Design bypass_rf_wb_queue, sky130hd; sources not shown.
Figure 1. M1 wires (run 1).
Supply wires on this layer in grey.
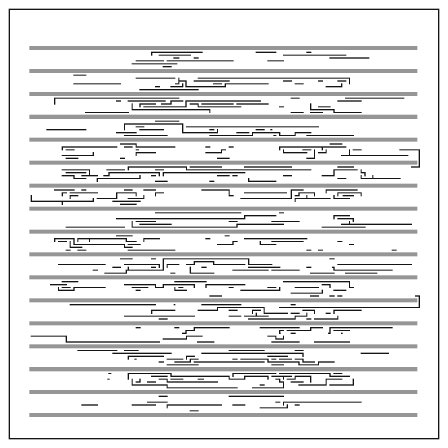
main direction: horizontal
wire length on this layer: 1110 um
nets with wire on the layer: 146
share of all routed wire: 45%
longest straight run: 17.9 um
routed wire length: 2480 um
met1 usage: 0.270
Via Count: 978

Figure 2. Signal wires on met2 (run 1).
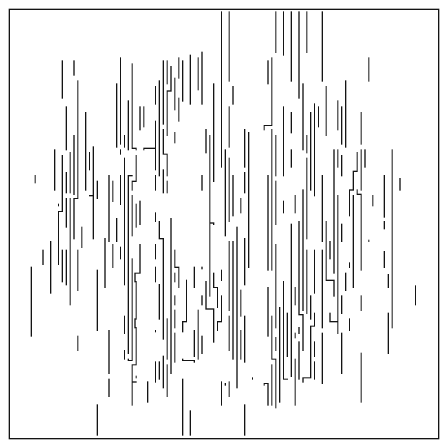
main direction: vertical
wire length on this layer: 1200 um
nets with wire on the layer: 146
longest straight run: 21.1 um
share of all routed wire: 48%
met2 usage: 0.382

Figure 3. Metal 3 (run 1).
The bar under the picture is 20 um long.
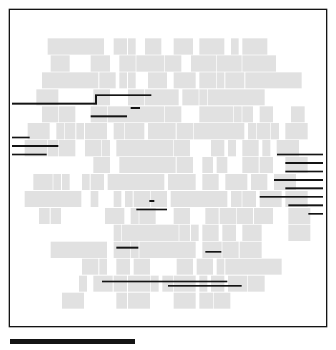
wire length on this layer: 136 um
share of all routed wire: 5.5%
longest straight run: 19.8 um
GR Util met3: 0.0446

==> changes_impl.md, run 1 <==
### Changed

- Fin util: 0.691
- GR Overflow Total: 0
- RSZ-0062 raised after global routing: true
- Net count reported at finish: 164
- Die Width: approximately 51 um
- Post-synth seq share: 0.346
- Count of pins over their slew limit: 0
- Final tally of setup violations: 1
- Register area: 325 sq um
- Die height: roughly 51 um
- Non-Filler Instances: 177
- Yosys warns: 6
- Vias in the first global route: 985
- FP Rows: 16
- Late-Pin Clk Latency: 280 ps
- Status: finished with violations
- I/O pin count: 24
- Setup CP Type: register to output port
- Failing checks: setup timing
- Design area: 1380 sq um
- Worst setup margin: -117 ps
==> run 1: layer usage <==
metal | vias up | wire, um | share of wire
met2 | 26 | 1200 | 0.48
met4 | 0 | 33 | 0.013
li1 | 479 | - | -
met5 | - | 0 | 0
met1 | 469 | 1110 | 0.45
met3 | 4 | 135 | 0.054
==> run 1: critical path, delay by kind of cell (launching register included) <==
family	cells	cell delay, ps
and+or+nand+nor	1	160
buffers and inverters	1	120
muxes	3	770
DFF	1	390
adders and majority gates	1	220
==> run 1: cell families after synthesis <==
group,share of synthesized area
other,0.00399
xor gates and xnor gates,0.0280
buffers and inverters,0.0599
AOI/OAI and AO/OA,0.224
adders and majority gates,0.0133
muxes,0.0573
and+or+nand+nor,0.268
DFF,0.346
==> run 1: cell usage in the layout (no fill, tap or decap), drive strengths merged, types with 2 or more instances in the layout <==
cell type / netlist / routed
a211oi: 2 / 2
a21boi: 2 / 2
a21oi: 4 / 4
a22oi: 3 / 3
a31oi: 3 / 3
and2b: 2 / 2
buf: 2 / 22
clkbuf: 4 / 4
clkdlybuf4s50: 0 / 15
conb: 1 / 2
dfrtp: 13 / 13
dlygate4sd2: 0 / 2
inv: 7 / 7
mux2: 3 / 3
mux2i: 2 / 2
nand2: 8 / 8
nand2b: 3 / 3
nand3: 2 / 2
nor2: 11 / 11
nor3: 2 / 2
nor3b: 5 / 5
o21ai: 4 / 4
o22a: 2 / 2
o22ai: 3 / 3
or2: 3 / 3
or4: 2 / 2
xnor2: 3 / 3
==> run 1: report_power, final <==
part           leakage [nW]  switching, W  internal, W
sequential            0.148     0.0000664     0.000288
clock                0.0150     0.0000678    0.0000595
combinational         0.447      0.000477     0.000599
==> run 2: changes to the inputs <==
--- a/config.mk
+++ b/config.mk
@@ -16,3 +16,4 @@
 export SYNTH_HDL_FRONTEND = slang
 export SYNTH_HIERARCHICAL = 1
 export SYNTH_SLANG_ARGS = --single-unit
+export TNS_END_PERCENT = 10
Figure 4. Metal 3 (run 2).
The bar under the picture is 20 um long.
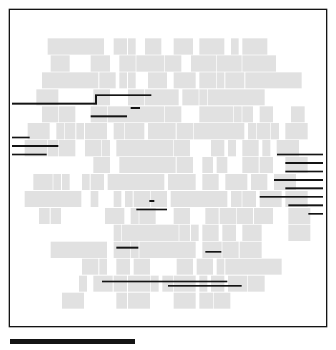
share of all routed wire: 5.5%
nets with wire on the layer: 17
longest straight run: 19.8 um
main direction: horizontal

==> run 2 against run 1 <==
- the flow still finishes with violations (setup timing)
- first-iteration DRC count stayed put
- cell area stayed put
- synthesized cell count stayed put
- worst setup slack stayed put
- combinational power hardly changed
- sequential share of layout area stayed put
- clock skew stayed put
- largest cell class unchanged
- routed wire length stayed put
- register-to-register slack hardly changed
- critical path type unchanged
- critical path depth stayed put
==> changes_impl.md, run 2 <==
### Changed

- Die Width: 50.7 um
- Clock root buffer: clkbuf_4
- Count of pins over their slew limit: 0
- Die height: slightly above 50 um
- Net count reported at finish: 164
- Status: finished with violations
- Late-Pin Clk Latency: 280 ps
- Post-synth seq share: 0.346
- Final tally of setup violations: 1
- Routed wire length: 2480 um
- RSZ-0062 raised after global routing: true
- Via Count: 978
- I/O pin count: 24
- Fin util: 0.691
- Failing checks: setup timing
- Yosys warns: 6
- Most frequent cells in the layout: 18 x buf_4, 15 x clkdlybuf4s50_1, 13 x dfrtp_1
- CP bufs+invs: 1
- Setup CP Type: register to output port
- Worst path depth: 6
- CP top delay family: multiplexers
- GR Overflow Total: 0
- Vias in the first global route: 985
- Worst setup margin: -117 ps
Figure 5. Gate-type map (run 2).
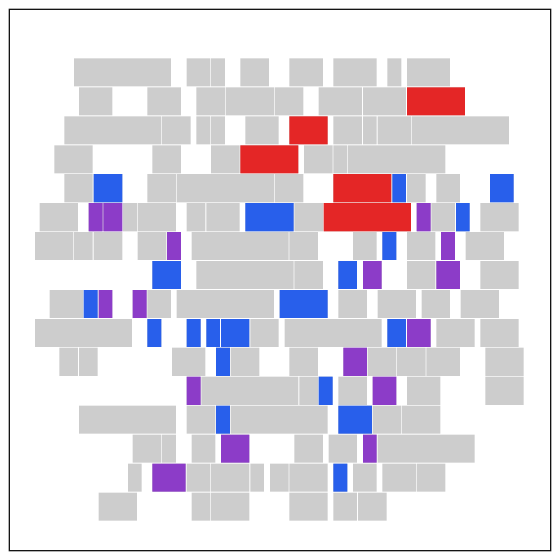
legend:
  blue:
    family: nor cells
    cells: 20
    most_used: nor2_1
  red:
    family: mux cells
    cells: 5
    most_used: mux2_4
  purple:
    family: nand cells
    cells: 16
    most_used: nand2_1
Non-Filler Instances: 177
Top cell excl fill/tap: buf_4
Comb area share: 0.442

run 2: cell counts in the layout (fill, tap and decap cells not counted):
Identical to the previous run, type by type.
run 2: cell type report:
type | instances | area (sq um)
Fill cell | 164 | 619
Multi-Input combinational cell | 86 | 611
Timing Repair Buffer | 40 | 360
Sequential cell | 13 | 325
Tap cell | 27 | 33.8
Clock buffer | 4 | 26.3
Inverter | 7 | 26.3
run 2: stage by stage:
step / std cells / cell area, sq um / setup slack (ps)
after floorplan: 112 / 965 / 16.7
after global placement: 172 / 1310 / -191
after detailed placement: 172 / 1310 / -226
after CTS: 177 / 1360 / -111
after global routing: 177 / 1380 / -182
final: 177 / 1380 / -117
run 2: layer usage:
| metal | GRT usage | vias to the layer above | share of wire |
|---|---|---|---|
| met4 | 0.113 | 0 | 0.013 |
| met3 | 0.0446 | 4 | 0.054 |
| met2 | 0.382 | 26 | 0.48 |
| met5 | 0 | - | 0 |
| li1 | - | 479 | - |
| met1 | 0.270 | 469 | 0.45 |
run 2: kinds of logic (layout without fill, tap and decap cells):
logic type | after synthesis | after routing | synth area share
other cells | 1 | 2 | 0.00399
buf+inv | 13 | 51 | 0.0599
flops | 13 | 13 | 0.346
simple gates | 45 | 45 | 0.268
compound gates | 30 | 30 | 0.224
fa+ha+maj | 1 | 1 | 0.0133
xor+xnor | 3 | 3 | 0.0280
mux | 5 | 5 | 0.0573
run 2: report_power, final:
| part | total [W] | leakage [nW] | switching, W | internal (W) |
|---|---|---|---|---|
| Clock | 0.000127 | 0.0150 | 0.0000678 | 0.0000595 |
| Sequential | 0.000354 | 0.148 | 0.0000664 | 0.000288 |
| Combinational | 0.00108 | 0.447 | 0.000477 | 0.000599 |
run 2: repair_timing:
action	CTS	global route
buffers inserted	1	0
cloned	0	0
pin swaps	1	1
setup endpoints to repair	5	6
gates resized	17	8
Power is estimated from default activity; no workload was simulated.
